<file path="config.mk">
export PLATFORM = sky130hd
export DESIGN_NAME = card_dealer
export DESIGN_NICKNAME = d
export VERILOG_FILES = /design/src/rtl/card_pkg.sv /design/src/rtl/card_dealer.sv
export SDC_FILE = /design/constraint.sdc
export NUM_CORES = 1
export LEC_CHECK = 0
export CORE_MARGIN = 2
export CORE_UTILIZATION = 41
export CTS_CLUSTER_SIZE = 25
export DETAILED_ROUTE_END_ITERATION = 16
export GPL_TIMING_DRIVEN = 1
export PLACE_DENSITY = 0.83
export SYNTH_ARGS = -nofsm -noshare
export SYNTH_HDL_FRONTEND = slang
export SYNTH_SLANG_ARGS = --single-unit
</file>
<file path="constraint.sdc">
create_clock -name clk -period 1.84 [get_ports clk]
set_clock_uncertainty 0.2 [all_clocks]
set_input_delay 0.552 -clock clk [delete_from_list [all_inputs] [get_ports clk]]
set_output_delay 0.552 -clock clk [all_outputs]
set_load 0.03 [all_outputs]
</file>
<file path="src/rtl/card_pkg.sv">
// Shared constants and state encoding for the card dealer.
package card_pkg;

   localparam int CARD_W           = 4;
   localparam int CARD_MAX_DEFAULT = 13;

   localparam logic [CARD_W-1:0] NO_CARD = '0;

   typedef enum logic [1:0] {
      IDLE  = 2'd0,
      SPIN  = 2'd1,
      CHECK = 2'd2
   } state_t;

endpackage

</file>
<file path="src/rtl/card_dealer.sv">
// Draws playing-card ranks from an LFSR word by rejection sampling.
// Optional macro CARD_NO_REPEAT_EN: reject a candidate equal to the current card.
module card_dealer
   import card_pkg::*;
#(
   parameter int N        = 8,
   parameter int CARD_MAX = CARD_MAX_DEFAULT,
   parameter int SPIN_MIN = 4
) (
   input  logic              clk,
   input  logic              reset,
   input  logic              draw_req,
   input  logic [N-1:0]      rand_in,
   output logic              rand_en,
   output logic              busy,
   output logic [CARD_W-1:0] card,
   output logic [CARD_W-1:0] prev_card,
   output logic              has_prev,
   output logic              card_valid,
   output logic              cmp_higher,
   output logic              cmp_equal
);

   localparam int CNT_W = (SPIN_MIN > 1) ? $clog2(SPIN_MIN) : 1;
   localparam logic [CNT_W-1:0]  LAST_SPIN = CNT_W'(SPIN_MIN - 1);
   localparam logic [CARD_W-1:0] MAX_RANK  = CARD_W'(CARD_MAX);

   state_t             state;
   logic [CNT_W-1:0]   spin_cnt;
   logic [CARD_W-1:0]  candidate;
   logic               accept;
   logic               unused_rand_hi;

   assign candidate      = rand_in[CARD_W-1:0];
   assign unused_rand_hi = ^rand_in[N-1:CARD_W];

   // NOTE: rand_en and busy decode the state register directly, so an async
   // reset drops the generator enable in the same cycle with no extra flop.
   assign rand_en = (state == SPIN);
   assign busy    = (state != IDLE);

   always_comb begin
      accept = (candidate != NO_CARD) && (candidate <= MAX_RANK);
`ifdef CARD_NO_REPEAT_EN
      if ((card != NO_CARD) && (candidate == card)) accept = 1'b0;
`endif
   end

   always_ff @(posedge clk or posedge reset) begin
      if (reset) begin
         state      <= IDLE;
         spin_cnt   <= '0;
         card       <= NO_CARD;
         prev_card  <= NO_CARD;
         has_prev   <= 1'b0;
         card_valid <= 1'b0;
         cmp_higher <= 1'b0;
         cmp_equal  <= 1'b0;
      end else begin
         card_valid <= 1'b0;
         case (state)
            IDLE: begin
               if (draw_req) begin
                  state    <= SPIN;
                  spin_cnt <= '0;
               end
            end
            SPIN: begin
               if (spin_cnt == LAST_SPIN) state <= CHECK;
               else                       spin_cnt <= spin_cnt + 1'b1;
            end
            CHECK: begin
               if (accept) begin
                  prev_card  <= card;
                  card       <= candidate;
                  has_prev   <= (card != NO_CARD);
                  cmp_higher <= (candidate > card);
                  cmp_equal  <= (candidate == card);
                  card_valid <= 1'b1;
                  state      <= IDLE;
               end else begin
                  // A reject re-spins for exactly one generator step.
                  spin_cnt <= LAST_SPIN;
                  state    <= SPIN;
               end
            end
            default: state <= IDLE;
         endcase
      end
   end

endmodule

</file>
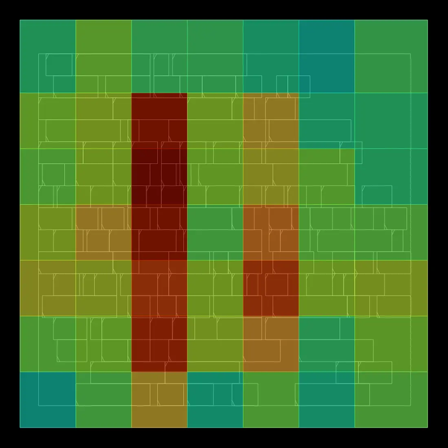
(run_1/final_congestion.png)
final core utilization: 74.06%
M2 GR Usage: 35.53%
routed len/inst: 14.24 um

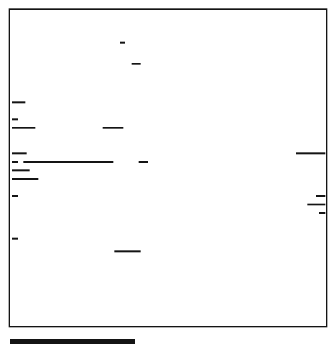
(run_1/met3.png)
Bar = 20 um.
- wire length on this layer: 48.8 um
- longest straight run: 14.0 um
- main direction: horizontal
- share of all routed wire: 2.2%
- nets with wire on the layer: 15

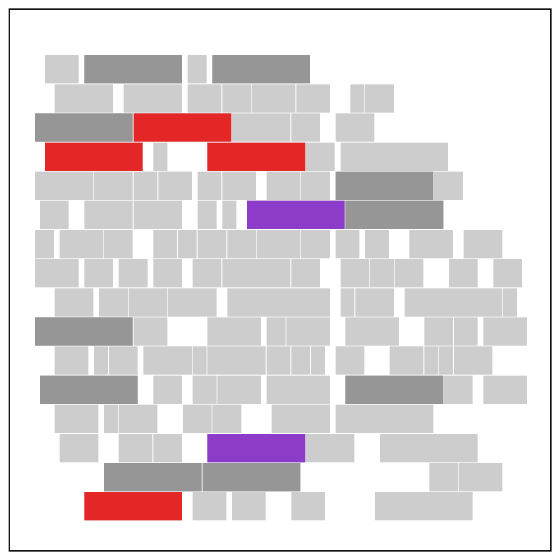
(run_1/registers.png)
- red: card (placed flops 4)
- purple: spin_cnt (placed flops 2)

==> run summary, run 1 <==
minimum clock period after layout = 1892 ps
Net Switching = 0.0004922 W
Slew Viols, Final = 0
total grt overflow = 0
# Cells Yosys = 78
share of layout cells above drive strength 1 = 50.00%
Finished Layout Cells = 153
vias post-DR = 792
WP data required = 1090 ps
setup TNS = -156.1 ps
mux frac, synth = 9.207%
xor/xnor share = 0%
Critical Path Start Type = register
switching share of power = 35.53%
H-tree depth = 1
final hold vios = 0
CP top delay family = flip-flops
placed cell count = 141
Placeable Area = 0.002002 mm^2
met3 wire len = 48 um
vias in the first global route = 799
Hold/Removal Path Class = reg -> reg
IO Port Bufs = 20
Slowest-stage cell, CP = dfrtp_1
failing checks = setup timing
worst r2r path cells = 5
Power Density = 934.3 mW/mm^2
Buf/Inv on CP = 2
gpl congestion = 0.8713
fmax = 528.4 MHz
status = finished, violations left
Via density = 5.176
Die Wd = 50.42 um
clk_lat worst skew = 300 ps
CTS Buffer Depth = 2
RSZ-0062 raised after global routing = true
Die Size = 0.002542 mm^2
Tcrit/Tclk final = 102.9%
yosys simple share = 12.89%
measured slew at the worst slew-check pin = 356.3 ps
Metal-1 WL = 888 um
Clock transition at path regs = 90 ps
Worst Path Arrival = 1140 ps
Iter 0 DRT Violations = 9
prevailing post-synth register cell = dfrtp_1
Crit path top cell by count = buf_6
Yosys chip area = 883.3 um^2
Post-Synth AOI/OAI Area = 14.45%
Reg2Reg Capture Point = spin_cnt[1]
Synth Register Bits = 16
drc violations = 0
comb area leader = AND-OR/OR-AND gates
largest net degree at the start of global routing = 17
max_cap viols = 0
leakage power = 0.7527 nW
synthesized net count = 98
first-pass GRT wire length = 3615 um
Final setup viols = 8
Crit path depth = 3
initial antenna violation count = 0
Top cell excl fill/tap = buf_4
final setup margin = -52.48 ps
P&R area growth vs syn = 67.85%
Mapped Cells = 78
total length of routed wires = 2178 um
CP peak stage delay = 410 ps
I/O pin count = 25
flip-flops with a built-in enable = 0
most frequent cells in the layout = 23 x buf_4, 16 x dfrtp_1, 9 x buf_6
wire length on met2 = 1188 um
post-synth cell types = 32
ys async rst share = 100.0%
Mapped Area = 883.3 um^2
Sequential Power Share = 31.7%
Logic area = 578.1 um^2
DPL Wire Length = 1528 um
top layer in use = met4
Slew headroom = 76.20%
run 1: worst min path at each step:
stage / start / end / cells after the start
2_1_floorplan: spin_cnt[1] / spin_cnt[1] / 1
3_3_place_gp: spin_cnt[1] / spin_cnt[1] / 1
3_5_place_dp: cmp_higher / cmp_higher / 1
4_1_cts: cmp_higher / cmp_higher / 1
5_1_grt: cmp_higher / cmp_higher / 1
6_report: cmp_higher / cmp_higher / 1
run 1: what timing repair did:
| item | in CTS | in global routing |
|---|---|---|
| cloned | 0 | 0 |
| buffers inserted | 8 | 3 |
| gates resized | 45 | 20 |
| endpoints found under the setup margin | 26 | 18 |
| hold buffers | 0 | 0 |
| pin swaps | 8 | 7 |
run 1: metrics by stage:
step / utilization (%) / area, um^2 / worst slack, ps / hold slack (ps)
final: 74.06 / 1483 / -52.48 / 298.9
after global routing: 74.06 / 1483 / -92.63 / 324.2
after CTS: 69.88 / 1399 / -94.59 / 303.1
after detailed placement: 61.50 / 1231 / -744.9 / 279.0
after global placement: 61.50 / 1231 / -659.9 / 276.1
after floorplan: - / 885.9 / -212.0 / 262.3
run 1: worst register-to-register path: stages (launching register included):
cell      delay [ps]
dfrtp_1          410
buf_6            140
ha_4             160
a21o_1           210
a311oi_4         310
mux2_4           340
run 1: cell type report:
class                      instances  share of cell area [%]
inverter                          11                   2.954
sequential                        16                   27.00
timing repair buffer              45                   26.33
multi-input combinational         50                   38.99
tap                               27                   2.278
clock buffer                       4                   2.447
run 1: layer usage:
| metal | global-route usage [%] | vias up |
|---|---|---|
| met3 | 2.679 | 7 |
| met1 | 22.18 | 385 |
| met2 | 35.53 | 18 |
| li1 | - | 382 |
| met4 | 6.757 | 0 |
| met5 | 0 | - |
run 1: power by group through the flow:
stage | logic (W) | clock network (W) | registers, W
after floorplan | 0.000259 | 0 | 0.000493
after global placement | 0.000488 | 0 | 0.000446
after detailed placement | 0.000509 | 0 | 0.000450
after CTS | 0.000662 | 0.000236 | 0.000438
after global routing | 0.000765 | 0.000247 | 0.000446
final | 0.000711 | 0.000235 | 0.000439
run 1: logic make-up (layout without fill, tap and decap cells):
kind of cell,Yosys count,after routing
compound gates,17,17
fa+ha+maj,9,9
buf+inv,12,60
flops,16,16
mux,7,7
simple gates,17,17
run 1: registers in the layout (all words and copies together) (netlist names):
| signal | count |
|---|---|
| card | 4 |
| prev_card | 4 |
| spin_cnt | 2 |
| state | 2 |
| card_valid | 1 |
| cmp_equal | 1 |
| cmp_higher | 1 |
| has_prev | 1 |
run 1: cell usage after synthesis (all sizes together), types with 2 or more instances:
cell type	n	area share, %
nand4	2	1.4
dfrtp	16	45
a21oi	3	1.7
nand3	5	3.4
mux2	6	8.1
a21o	2	1.7
nor2b	4	2.8
ha	9	13
o21ai	3	1.7
inv	11	5.0
==> run_1/gate_families.png <==
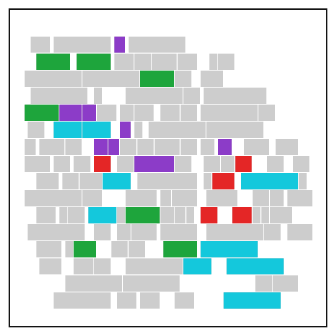

==> run 2, diff against run 1 <==
--- a/config.mk
+++ b/config.mk
@@ -11,6 +11,8 @@
 export DETAILED_ROUTE_END_ITERATION = 16
 export GPL_TIMING_DRIVEN = 1
 export PLACE_DENSITY = 0.83
+export SETUP_SLACK_MARGIN = 0.15
 export SYNTH_ARGS = -nofsm -noshare
 export SYNTH_HDL_FRONTEND = slang
 export SYNTH_SLANG_ARGS = --single-unit
+export TNS_END_PERCENT = 30
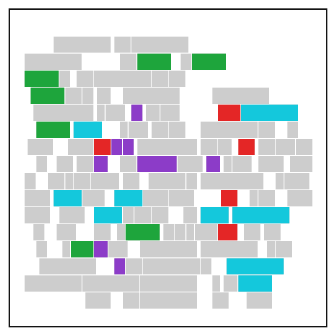
(run_2/gate_families.png)
- purple: NAND gates (cells 8; most used nand3_1)
- cyan: adder and majority cells (cells 9; most used ha_1)
- red: AND-OR and OR-AND gates (cells 5; most used a21o_1)
- green: multiplexers (cells 7; most used mux2_4)
Finished Layout Cells: 156
combinational share of cell area: 38.90%
Top cell excl fill/tap: buf_4

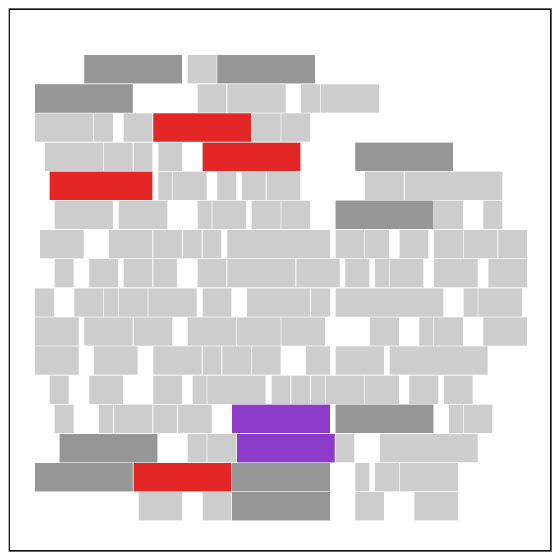
(run_2/registers.png)
- purple: spin_cnt (placed flops 2)
- red: card (placed flops 4)
- not coloured: 10

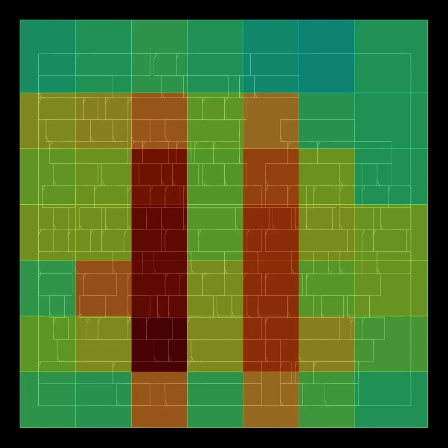
(run_2/final_congestion.png)
Total GRT Usage: 21.51%
met3 Use GR: 2.381%
met1 Usage GRT: 22.86%
final core utilization: 72.63%

==> run summary, run 2 <==
most frequent cells after synthesis = 16 x dfrtp_1, 10 x inv_1, 9 x ha_1
Yosys top cell by area = dfrtp_1
IO Port Bufs = 20 (unchanged)
switching share of power = 35.95% (+0.42 points)
Critical Path Start Type = register
Worst Path Arrival = 1210 ps (+70 ps)
Net Switching = 0.0004886 W (-0.72%)
CP top delay family = flip-flops
Cell area leaders = dfrtp_1 45%, ha_1 13%, mux2_2 5.1%, inv_1 4.2%, nor2b_1 2.8%
I/O pin count = 25 (unchanged)
Hold/Removal Path Class = reg -> reg
comb area leader = AND-OR/OR-AND gates
Tcrit/Tclk final = 106.8% (+3.9 points)
first-pass GRT wire length = 4015 um (+11%)
leakage power = 0.7431 nW (-1.3%)
Sequential Power Share = 32.8% (+1.1 points)
final setup margin = -124.9 ps (-72.42 ps)
status = finished, violations left
ys async rst share = 100.0% (unchanged)
total length of routed wires = 2296 um (+5.4%)
routed len/inst = 14.72 um (+3.4%)
post-synth top area share = 45.33% (unchanged)
clk_lat worst skew = 290 ps (about the same)
H-tree depth = 1 (unchanged)
combinational fraction of design power = 54.2%
CP peak stage delay = 390 ps (-20 ps)
Top Registers = card x4, prev_card x4
largest net degree at the start of global routing = 17 (unchanged)
# Cells Yosys = 78 (unchanged)
Synth Register Bits = 16 (unchanged)
fmax = 508.9 MHz (-3.7%)
synthesized net count = 98 (unchanged)
# hold bufs at CTS = 0 (unchanged)
mux frac, synth = 9.207% (unchanged)
measured slew at the worst slew-check pin = 378.0 ps (+21.73 ps)
flip-flops with a built-in enable = 0 (unchanged)
Log Warnings = 36
max_cap viols = 0 (unchanged)
placed cell count = 143 (+1.4%)
Mapped Cells = 78 (unchanged)
gpl congestion = 0.8871 (+1.8%)
vias post-DR = 826 (+4.3%)
Die Wd = 50.42 um (unchanged)
Power Density = 934.8 mW/mm^2 (about the same)
Final setup viols = 6 (-2)
drc violations = 0 (unchanged)
Mapped Area = 883.3 um^2 (unchanged)
minimum clock period after layout = 1965 ps (+72.42 ps)
prevailing post-synth register cell = dfrtp_1
RSZ-0062 raised after global routing = true
WP data required = 1090 ps (about the same)
P&R area growth vs syn = 64.59%
Clock transition at path regs = 80 ps (about the same)
Buf/Inv on CP = 3 (+1)
final hold vios = 0 (unchanged)
CTS Buffer Depth = 2 (unchanged)
post-synth cell types = 32 (unchanged)
Post-Synth AOI/OAI Area = 14.45% (unchanged)
vias in the first global route = 899 (+13%)
Iter 0 DRT Violations = 7 (-2)
most frequent cells in the layout = 25 x buf_4, 15 x dfrtp_1, 11 x buf_2, 11 x buf_6, 7 x inv_1
Slowest-stage cell, CP = dfrtp_1
setup TNS = -434.5 ps (-278.4 ps)
failing checks = setup timing
Slew headroom = 74.57% (-1.6 points)
most frequent cell after synthesis = dfrtp_1
worst path cell trace = inv_2 -> ha_2 -> buf_6 -> buf_6
Slew Viols, Final = 0 (unchanged)
yosys simple share = 12.89% (unchanged)
Final Net Count = 151
Via density = 5.295 (+2.3%)
initial antenna violation count = 0 (unchanged)
synth warn = 0
xor/xnor share = 0% (unchanged)
Crit path top cell by count = buf_6
Die Size = 0.002542 mm^2 (unchanged)
Placeable Area = 0.002002 mm^2 (unchanged)
Yosys chip area = 883.3 um^2 (unchanged)
crit-path max FO = 5
share of layout cells above drive strength 1 = 60.47% (+10 points)
1st-pass router iterations = 4
DPL Wire Length = 1615 um (+5.7%)
total grt overflow = 0 (unchanged)
## run 2: cell type report
class	instances	area (um^2)
inverter	11	43.79
tap	27	33.78
clock buffer	3	22.52
timing repair buffer	49	386.6
fill	147	548.0
multi-input combinational	50	565.5
sequential	16	401.6
## run 2: path summary, 6_finish.rpt
check                           start           to  slack (ps)  cells past startpoint
setup / recovery             state[1]      rand_en        -120                      4
hold / removal             cmp_higher   cmp_higher         300                      1
setup reg to reg             state[0]  spin_cnt[0]         -30                      5
hold reg to reg            cmp_higher   cmp_higher         300                      1
max in group asynchronous       reset      card[0]         880                      3
min in group asynchronous       reset     state[0]         370                      3
## run 2: power groups by stage
stage / sequential, W / clock, W / combinational (W)
2_1_floorplan: 0.000492 / 0 / 0.000255
3_3_place_gp: 0.000445 / 0 / 0.000498
3_5_place_dp: 0.000451 / 0 / 0.000523
4_1_cts: 0.000443 / 0.000184 / 0.000666
5_1_grt: 0.000454 / 0.000197 / 0.000797
6_report: 0.000445 / 0.000177 / 0.000736
## run 2: through the flow
step	power [W]	hold slack (ps)	area, um^2	util (%)	setup WS [ps]
2_1_floorplan	0.0007475	262.3	883.3	-	-212.0
3_3_place_gp	0.0009436	274.8	1244	62.13	-660.4
3_5_place_dp	0.0009731	290.1	1244	62.13	-731.4
4_1_cts	0.001293	314.6	1411	70.50	-140.4
5_1_grt	0.001447	329.2	1454	72.63	-163.5
6_report	0.001359	300.6	1454	72.63	-124.9
## run 2: routing by layer
layer / track usage (%) / vias to the layer above / wire [um]
met5: 0 / - / 0
met4: 12.16 / 0 / 72
met3: 2.381 / 7 / 100
met2: 40.57 / 25 / 1261
met1: 22.86 / 407 / 862
li1: - / 387 / -
## run 2: worst reg2reg max path, delay by kind of cell, from the launching register on
kind                       cells  cell delay, ps
adders and majority gates      1             170
and+or+nand+nor                1             380
buffers and inverters          1             160
AOI/OAI and AO/OA              2             450
DFF                            1             420
## run 2: cells by family after synthesis
| group | after synthesis |
|---|---|
| AOI/OAI and AO/OA | 17 |
| and+or+nand+nor | 17 |
| DFF | 16 |
| buffers and inverters | 12 |
| adders and majority gates | 9 |
| muxes | 7 |
## run 2: timing repair
item,CTS,global route
setup buffers,7,3
pin swaps,7,4
setup endpoints to repair,26,20
endpoints found under the hold margin,0,0
gates resized,92,10
==> run 3, diff against run 2 <==
--- a/config.mk
+++ b/config.mk
@@ -5,6 +5,7 @@
 export SDC_FILE = /design/constraint.sdc
 export NUM_CORES = 1
 export LEC_CHECK = 0
+export CAP_MARGIN = 20
 export CORE_MARGIN = 2
 export CORE_UTILIZATION = 41
 export CTS_CLUSTER_SIZE = 25
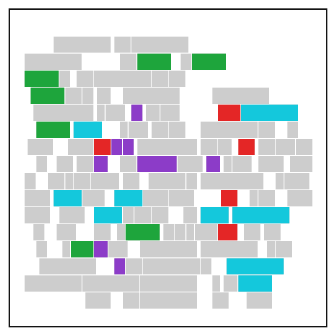
(run_3/gate_families.png)

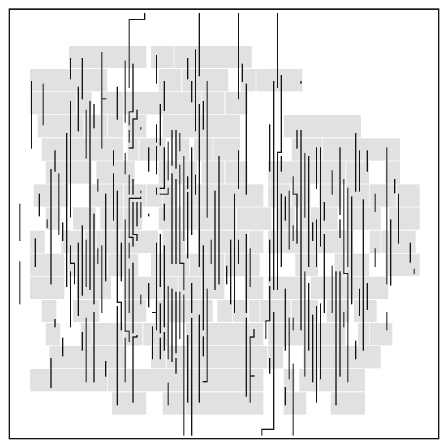
(run_3/met2.png)
Cells faint in the background.
- nets with wire on the layer: 140
- wire length on this layer: 1260 um
total length of routed wires: 2296 um
vias post-DR: 826
M2 GR Usage: 40.57%

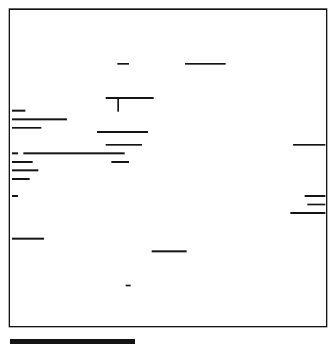
(run_3/met3.png)
Bar = 20 um.
- main direction: horizontal
- wire length on this layer: 101 um
- share of all routed wire: 4.4%

==> run summary, run 3 <==
routed len/inst = 14.72 um (unchanged)
H-tree depth = 1 (unchanged)
gpl congestion = 0.8871 (unchanged)
most frequent cell after synthesis = dfrtp_1
1st-pass router iterations = 4 (unchanged)
final core utilization = 72.63% (unchanged)
most frequent cells in the layout = 25 x buf_4, 15 x dfrtp_1, 11 x buf_2, 11 x buf_6, 7 x inv_1
Mapped Area = 883.3 um^2 (unchanged)
vias in the first global route = 899 (unchanged)
leakage power = 0.7431 nW (unchanged)
Placeable Area = 0.002002 mm^2 (unchanged)
crit-path max FO = 5 (unchanged)
synth warn = 0 (unchanged)
P&R area growth vs syn = 64.59% (unchanged)
Power Density = 934.8 mW/mm^2 (unchanged)
status = finished, violations left
measured slew at the worst slew-check pin = 378.0 ps (unchanged)
synthesized net count = 98 (unchanged)
clk_lat worst skew = 290 ps (about the same)
Log Warnings = 36 (unchanged)
Synth Register Bits = 16 (unchanged)
WP data required = 1090 ps (about the same)
share of layout cells above drive strength 1 = 60.47% (unchanged)
minimum clock period after layout = 1965 ps (unchanged)
Clock transition at path regs = 80 ps (about the same)
Top Registers = card x4, prev_card x4
Die Wd = 50.42 um (unchanged)
flip-flops with a built-in enable = 0 (unchanged)
# hold bufs at CTS = 0 (unchanged)
initial antenna violation count = 0 (unchanged)
Place WS = -731.4 ps (unchanged)
max_cap viols = 0 (unchanged)
Total GRT Usage = 21.51% (unchanged)
I/O pin count = 25 (unchanged)
failing checks = setup timing
post-route ant nets = 0
Slew Viols, Final = 0 (unchanged)
final hold vios = 0 (unchanged)
final setup margin = -124.9 ps (unchanged)
Die Size = 0.002542 mm^2 (unchanged)
Top cell excl fill/tap = buf_4
drc violations = 0 (unchanged)
Mapped Cells = 78 (unchanged)
ys async rst share = 100.0% (unchanged)
fmax = 508.9 MHz (unchanged)
Yosys chip area = 883.3 um^2 (unchanged)
post-synth cell types = 32 (unchanged)
prevailing post-synth register cell = dfrtp_1
Tcrit/Tclk final = 106.8% (unchanged)
Tot Pwr = 0.001359 W (unchanged)
first-pass GRT wire length = 4015 um (unchanged)
DPL Wire Length = 1615 um (unchanged)
post-synth top area share = 45.33% (unchanged)
Cell area leaders = dfrtp_1 45%, ha_1 13%, mux2_2 5.1%, inv_1 4.2%, nor2b_1 2.8%
Final setup viols = 6 (unchanged)
Worst Path Arrival = 1210 ps (about the same)
Iter 0 DRT Violations = 7 (unchanged)
largest net degree at the start of global routing = 17 (unchanged)
Slew headroom = 74.57% (unchanged)
RSZ-0062 raised after global routing = true
Via density = 5.295 (unchanged)
total grt overflow = 0 (unchanged)
Hold/Removal Path Class = reg -> reg
==> run 3: cell counts in the layout (fill, tap and decap cells not counted) <==
No cell type changed its count.
==> run 3: report_power, final <==
part           internal, W  switching, W  leakage [nW]  total (W)
Combinational     0.000392      0.000345         0.530   0.000736
Sequential        0.000402     0.0000432         0.199   0.000445
Clock            0.0000763      0.000101        0.0138   0.000177
==> run 3: worst max-delay path: stages (launching register included) <==
cell     delay [ps]
dfrtp_1         390
inv_2            90
ha_2            200
buf_6           120
buf_6           120
==> run 3: kinds of logic after synthesis <==
group / after synthesis / share of synthesized area, %
compound gates: 17 / 14.45
buf+inv: 12 / 5.383
fa+ha+maj: 9 / 12.75
flops: 16 / 45.33
simple gates: 17 / 12.89
mux: 7 / 9.206
==> run 3: final cells by class <==
type | count | area (um^2)
Clock buffer | 3 | 22.52
Multi-Input combinational cell | 50 | 565.5
Tap cell | 27 | 33.78
Timing Repair Buffer | 49 | 386.6
Inverter | 11 | 43.79
Fill cell | 147 | 548.0
Sequential cell | 16 | 401.6
==> run 3: final timing paths <==
kind,start,end,slack (ps),depth (start not counted)
worst min register to register,cmp_higher,cmp_higher,300,1
worst max register to register,state[0],spin_cnt[0],-30,5
worst min-delay path,cmp_higher,cmp_higher,300,1
max in group asynchronous,reset,card[0],880,3
min in group asynchronous,reset,state[0],370,3
worst max-delay path,state[1],rand_en,-120,4
==> run 3: metrics by stage <==
stage	area [um^2]	cells	hold WS, ps	setup TNS (ps)
after floorplan	883.3	78	262.3	-812.4
after global placement	1244	143	274.8	-8301
after detailed placement	1244	143	290.1	-8681
after CTS	1411	153	314.6	-342.3
after global routing	1454	156	329.2	-636.6
final	1454	156	300.6	-434.5
==> run 3: repair_timing <==
item                                    CTS  global route
pin swaps                                 7             4
resized                                  92            10
endpoints found under the setup margin   26            20
buffers inserted                          7             3
==> run 3: routing by layer <==
metal	wire length (um)	vias to the layer above	track usage (%)	share of wire, %
met5	0	-	0	0
met4	72	0	12.16	3.1
met3	100	7	2.381	4.4
met2	1261	25	40.57	55
met1	862	407	22.86	38
li1	-	387	-	-
No activity file was given, so power comes from the tool's default toggle rates.
